Figure 1. The metal 2 layer (run 1).
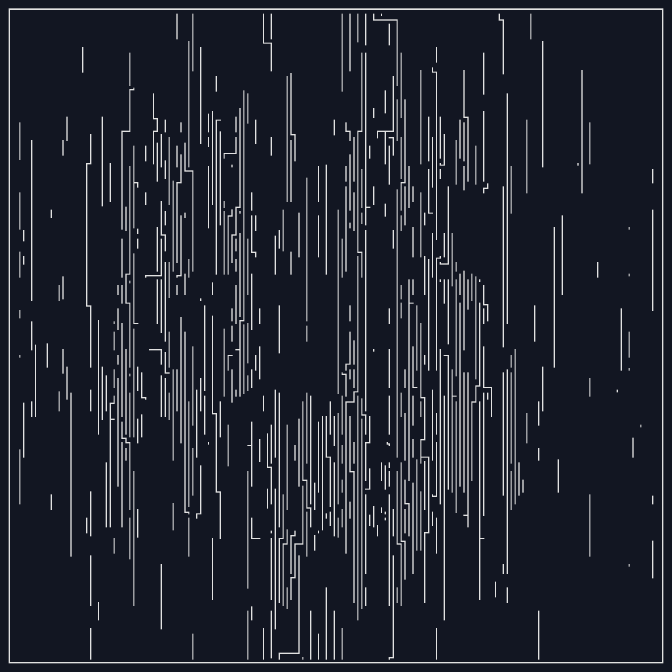
Figure 2. Selected gate families (run 1).
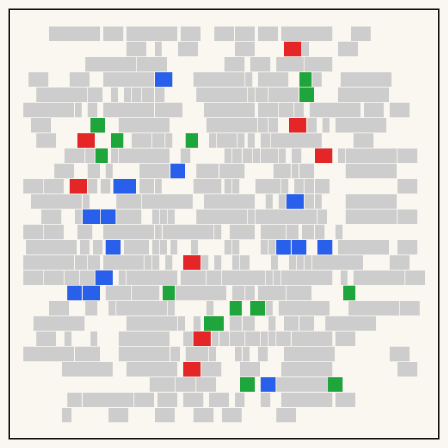
Figure 3. Wiring by layer (run 1).
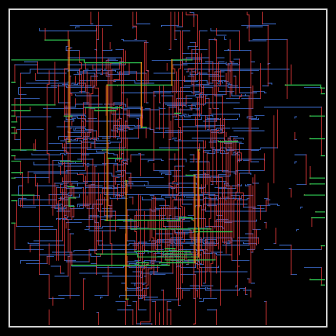
**src/rtl/vec_mul_ctrl.sv**
```systemverilog
// Sequencer for one systolic-array tile: weight load, vector feed, pipeline drain,
// result write-back and a completion pulse. All outputs are registered Moore decodes.
module vec_mul_ctrl #(
    parameter int ADDRESSSIZE  = 10,
    parameter int MATRIX_SIZE  = 8,
    parameter int DRAIN_CYCLES = 2 * MATRIX_SIZE - 1
) (
    input  logic                   clk,
    input  logic                   rstn,
    input  logic                   start,
    input  logic                   fifo_empty,
    input  logic [ADDRESSSIZE-1:0] ub_base,
    input  logic [ADDRESSSIZE-1:0] res_base,
    output logic                   fifo_read_enable,
    output logic                   weight_load,
    output logic                   ub_read_en,
    output logic [ADDRESSSIZE-1:0] ub_address,
    output logic                   res_we,
    output logic [ADDRESSSIZE-1:0] res_address,
    output logic                   busy,
    output logic                   end_,
    output logic [4:0]             state_count
);

    localparam int CW = 5;
    localparam logic [CW-1:0] FEED_LAST  = CW'(MATRIX_SIZE - 1);
    localparam logic [CW-1:0] DRAIN_LAST = CW'(DRAIN_CYCLES - 1);

    typedef enum logic [2:0] {
        S_IDLE,
        S_LOAD_W,
        S_FEED,
        S_DRAIN,
        S_WRITE,
        S_DONE
    } state_t;

    state_t                 state_q, state_d;
    logic [CW-1:0]          cnt_q, cnt_d;
    logic [ADDRESSSIZE-1:0] ub_base_q, ub_base_d;
    logic [ADDRESSSIZE-1:0] res_base_q, res_base_d;

    logic                   fifo_re_q;
    logic                   weight_load_q;
    logic                   ub_en_q;
    logic [ADDRESSSIZE-1:0] ub_addr_q;
    logic                   res_we_q;
    logic [ADDRESSSIZE-1:0] res_addr_q;
    logic                   busy_q;
    logic                   end_q;

    // Next-state and counter: the counter restarts at zero on every state entry.
    always_comb begin
        state_d    = state_q;
        cnt_d      = cnt_q + 1'b1;
        ub_base_d  = ub_base_q;
        res_base_d = res_base_q;
        case (state_q)
            S_IDLE: begin
                cnt_d = '0;
                if (start && !fifo_empty) begin
                    state_d    = S_LOAD_W;
                    ub_base_d  = ub_base;
                    res_base_d = res_base;
                end
            end
            S_LOAD_W: begin
                state_d = S_FEED;
                cnt_d   = '0;
            end
            S_FEED: begin
                if (cnt_q == FEED_LAST) begin
                    state_d = S_DRAIN;
                    cnt_d   = '0;
                end
            end
            S_DRAIN: begin
                if (cnt_q == DRAIN_LAST) begin
                    state_d = S_WRITE;
                    cnt_d   = '0;
                end
            end
            S_WRITE: begin
                if (cnt_q == FEED_LAST) begin
                    state_d = S_DONE;
                    cnt_d   = '0;
                end
            end
            S_DONE: begin
                state_d = S_IDLE;
                cnt_d   = '0;
            end
            default: begin
                state_d = S_IDLE;
                cnt_d   = '0;
            end
        endcase
    end

    // Outputs are decoded from the next-state values so they line up with state_q.
    always_ff @(posedge clk or negedge rstn) begin
        if (!rstn) begin
            state_q       <= S_IDLE;
            cnt_q         <= '0;
            ub_base_q     <= '0;
            res_base_q    <= '0;
            fifo_re_q     <= 1'b0;
            weight_load_q <= 1'b0;
            ub_en_q       <= 1'b0;
            ub_addr_q     <= '0;
            res_we_q      <= 1'b0;
            res_addr_q    <= '0;
            busy_q        <= 1'b0;
            end_q         <= 1'b0;
        end else begin
            state_q       <= state_d;
            cnt_q         <= cnt_d;
            ub_base_q     <= ub_base_d;
            res_base_q    <= res_base_d;
            fifo_re_q     <= (state_d == S_LOAD_W);
            weight_load_q <= (state_d == S_LOAD_W);
            ub_en_q       <= (state_d == S_FEED);
            ub_addr_q     <= (state_d == S_FEED)
                             ? ub_base_d + ADDRESSSIZE'(cnt_d) : '0;
            res_we_q      <= (state_d == S_WRITE);
            res_addr_q    <= (state_d == S_WRITE)
                             ? res_base_d + ADDRESSSIZE'(cnt_d) : '0;
            busy_q        <= (state_d != S_IDLE);
            end_q         <= (state_d == S_DONE);
        end
    end

    assign fifo_read_enable = fifo_re_q;
    assign weight_load      = weight_load_q;
    assign ub_read_en       = ub_en_q;
    assign ub_address       = ub_addr_q;
    assign res_we           = res_we_q;
    assign res_address      = res_addr_q;
    assign busy             = busy_q;
    assign end_             = end_q;
    assign state_count      = cnt_q;

endmodule

```
**config.mk**
```make
export PLATFORM = sky130hd
export DESIGN_NAME = vec_mul_ctrl
export DESIGN_NICKNAME = d
export VERILOG_FILES = /design/src/rtl/vec_mul_ctrl.sv
export SDC_FILE = /design/constraint.sdc
export NUM_CORES = 1
export LEC_CHECK = 0
export CAP_MARGIN = 20
export CORE_MARGIN = 2
export CORE_UTILIZATION = 50
export CTS_CLUSTER_DIAMETER = 40
export DETAILED_ROUTE_END_ITERATION = 8
export PLACE_DENSITY = 0.8
export SKIP_LAST_GASP = 1
export SYNTH_ARGS = -nofsm -noshare
export SYNTH_HDL_FRONTEND = slang
export SYNTH_SLANG_ARGS = --single-unit
```
**constraint.sdc**
```tcl
create_clock -name clk -period 5.9 [get_ports clk]
set_input_delay 0.885 -clock clk [delete_from_list [all_inputs] [get_ports clk]]
set_output_delay 0.885 -clock clk [all_outputs]
set_load 0.1 [all_outputs]
```
==> flow_summary.toml, run 1 <==
# generated from flow reports
[status]
status = "complete, no violations"

[clocking]
clk_path_buf_depth = 2
cts_buffers = 5

[final_timing]
slew_violations = 0
worstMarginPinSlew_ns = 0.977
tns_ns = 0
setup_viol = 0
hold_violations = 0
fin_ws_ns = 1.72

[place]
pre_cts_ws_ns = 1.48
placed_cells = 368
io_buffers = 54

[finish]
fill_cells = 412
clockNetworkAreaShare = 0.0352
clkbuf_count = 7
final_cell_mix = "dfrtp_1 (53), clkdlybuf4s50_1 (53), nand2_1 (37), nor2_1 (19), inv_1 (15)"
seq_cells = 53

[die]
io_pins = 55
die_h_um = 76.3
tapcell.inserted = 70
rows = 26

[worst_setup_path]
crit_type = "primary input to flop"
cp-endpoint = "res_address[8]"
crit_slowest_cell = "clkdlybuf4s50_1"
crit_required_ns = 6.12
regToRegStartpoint = "state_q[2]"

[power]
pwr-share-seq = 0.291
p_switching_uw = 880
intPower_uw = 940

[synth]
netlist_instances = 252
synth-edff-count = 0
netlist_top_cells_count = "dfrtp_1 (53), nand2_1 (37), nor2_1 (19)"
yosysWarnings = 0
ys_sh_xor = 0.0268
yosys-stat-area_mm2 = 0.00261
synth.area.top_cells = "dfrtp_1 (51%), ha_1 (5.7%), nand2_1 (5.3%)"

[grt]
use_met2 = 0.339

[min_path]
min_to = "res_base_q[0]"
hp-class = "flop to flop"

[flow_run]
warning_count = 27
max-cap-violations = 0
## Picture notes: Figure 1
The longest straight run is 31.3 um. 294 nets have wire on it. The layer carries 2830 um of wire.

## Picture notes: Figure 2
Red stands for XOR/XNOR gates, cells 8. Blue stands for AND-OR and OR-AND gates, cells 14. Green stands for AND and OR gates, cells 13.

## Picture notes: Figure 3
Orange stands for met4, wire length 154 um. Red stands for met2, wire length 2830 um. Blue stands for met1, wire length 2450 um. Green stands for met3, wire length 339 um.
via count: 2041
Detailed Route WL: 5770 um
Avg WL per Cell: 15.3 um
gr usage total: 0.211

Figure 4. Congestion heat map (run 1).
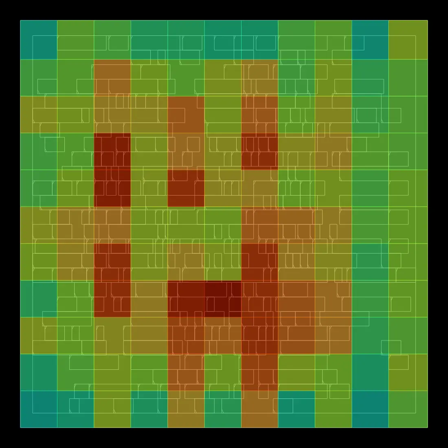

--- run 2 (diff from run 1) ---
- clock period: 5.9 -> 3.9 ns (I/O delays scaled with it)
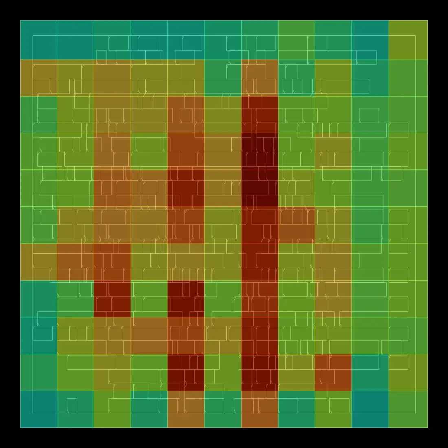
Figure 5: run 2, congestion heat map.
Layout Utilization: 0.657
global routing usage on met3: 0.0296
GRT met1 Usage: 0.287
GR Util met2: 0.360
Avg WL per Cell: 15.3 um

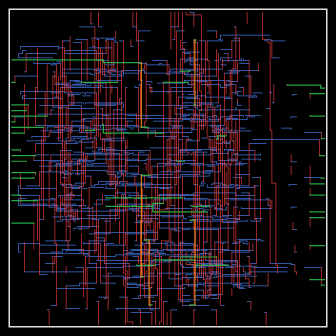
Figure 6: run 2, wiring by layer.
Green stands for met3, wire length 268 um. Orange stands for met4, wire length 91.8 um. Red stands for met2, wire length 2890 um. Blue stands for met1, wire length 2570 um.
Detailed Route WL: 5820 um
gr usage total: 0.218

==> run 2 against run 1 <==
  * First-iteration DRC count grew 4.6%
  * Clock skew barely moved
  * Count of clock-buffer cells in the layout stayed put
  * Clock power is about 50% higher
  * Sequential power increased by about 50%
  * Synthesized cell count unchanged
  * Register-to-register slack got worse by 1.7 ns
  * Via count rose by 0.34%
  * Worst hold slack worse by 0.30 ns
  * Design area increased by 0.91%
  * Non-clock buffer count grew 4
==> flow_summary.toml, run 2 <==
# generated from flow reports
[status]
status = "complete, no violations"

[power]
pwr-share-seq = 0.291
p_switching_uw = 1320
intPower_uw = 1420

[finish]
clockNetworkAreaShare = 0.0349
clkbuf_count = 7
final_cell_mix = "dfrtp_1 (53), clkdlybuf4s50_1 (53), nand2_1 (37), nor2_1 (19), inv_1 (15)"

[final_timing]
fin_ws_ns = 0.426
hold_violations = 0

[die]
tapcell.inserted = 70
rows = 26
die_h_um = 76.3

[worst_setup_path]
crit_type = "flop to flop"
crit_required_ns = 4.13
cp-endpoint = "ub_address[9]"
crit_slowest_cell = "a211oi_1"

[detailed_routing]
detailroute.via_count = 2048

[flow_run]
max-cap-violations = 0
warning_count = 27

[clocking]
clk_path_buf_depth = 2

[synth]
yosys-stat-area_mm2 = 0.00261
netlist_top_cells_count = "dfrtp_1 (53), nand2_1 (37), nor2_1 (19)"

[min_path]
hp-class = "primary input to async pin"

[place]
placed_cells = 372
pre_cts_ws_ns = 0.384
--- run 3 (diff from run 2) ---
- CORE_UTILIZATION: 50 -> 35
- PLACE_DENSITY: 0.8 -> 0.59
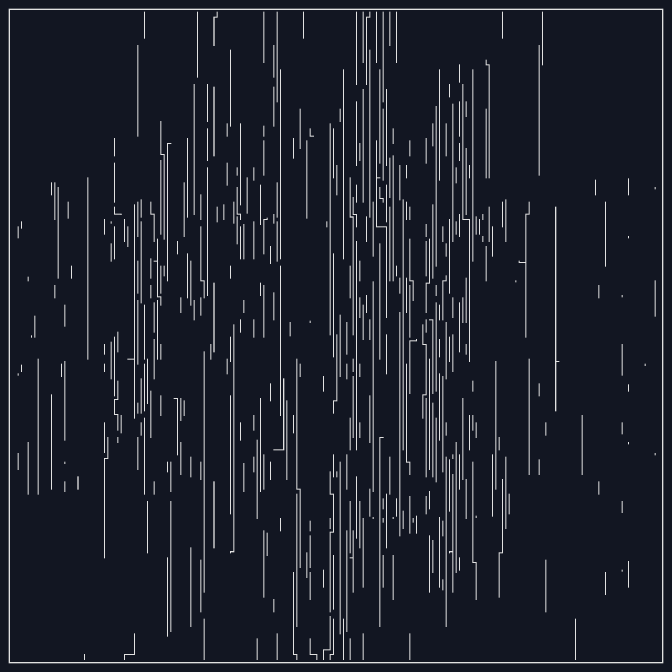
Figure 7: run 3, the metal 2 layer.
The layer holds 48% of the routed length. The wires run mostly vertical.
Detailed Route WL: 5740 um
GR Util met2: 0.236
via count: 1945

==> run 3 against run 2 <==
  * Final cell count up 7.6%
  * Worst hold slack better by 0.13 ns
  * Design area about the same
  * Core utilization down 20 points
  * Non-clock buffer count unchanged
  * Flip-flop count unchanged
  * Largest cell class unchanged
  * Largest power group unchanged
==> flow_summary.toml, run 3 <==
# generated from flow reports
[status]
status = "complete, no violations"

[grt]
grt_overflow = 0
use_met1 = 0.216
antenna_found_initial = 0
grt_usage = 0.151

[die]
io_pins = 55
coreArea_mm2 = 0.00725
die_h_um = 90.4
tapcell.inserted = 99
rows = 31
fp_util = 0.360

[flow_run]
max-cap-violations = 0
warning_count = 27

[final_timing]
hold_violations = 0
tns_ns = 0
fin_ws_ns = 0.512

[power]
pwr-share-seq = 0.302
p_switching_uw = 1300
powerDensity_mw_per_mm2 = 789
intPower_uw = 1330
p_clk_frac = 0.113
p_comb_frac = 0.585
powerComb_uw = 1540

[worst_setup_path]
max_stage_delay_ns = 0.42
crit_type = "flop to flop"
path_delay_family = "simple AND/OR/NAND/NOR gates"
crit_required_ns = 4.13

[detailed_routing]
antenna_left = 0
route.detailed.drc = 0

[synth]
synthSimpleGateAreaFrac = 0.180
netlist_top_cells_count = "dfrtp_1 (53), nand2_1 (37), nor2_1 (19)"
yosysWarnings = 0
yosys-stat-area_mm2 = 0.00261
synthFlopType = "dfrtp_1"

[finish]
final_core_util = 0.460
clockNetworkAreaShare = 0.0248
clkbuf_count = 6
final_cell_mix = "dfrtp_1 (53), clkdlybuf4s50_1 (53), nand2_1 (37), nor2_1 (19), inv_1 (15)"
layout.area.top_class = "registers"

[min_path]
hp-class = "primary input to async pin"

[place]
io_buffers = 54
dp_hpwl_um = 4370

[clocking]
clk_path_buf_depth = 2
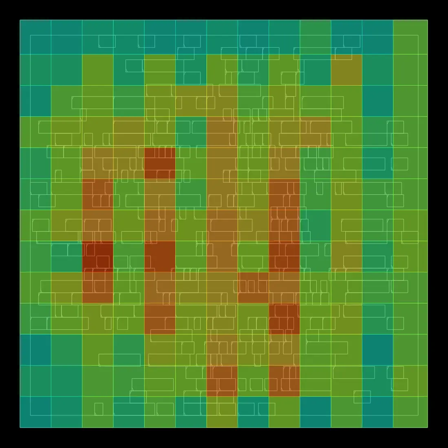
Figure 8: run 3, congestion heat map.
global routing usage on met3: 0.0200
Avg WL per Cell: 14.0 um

Power and IR drop assume default switching activity.
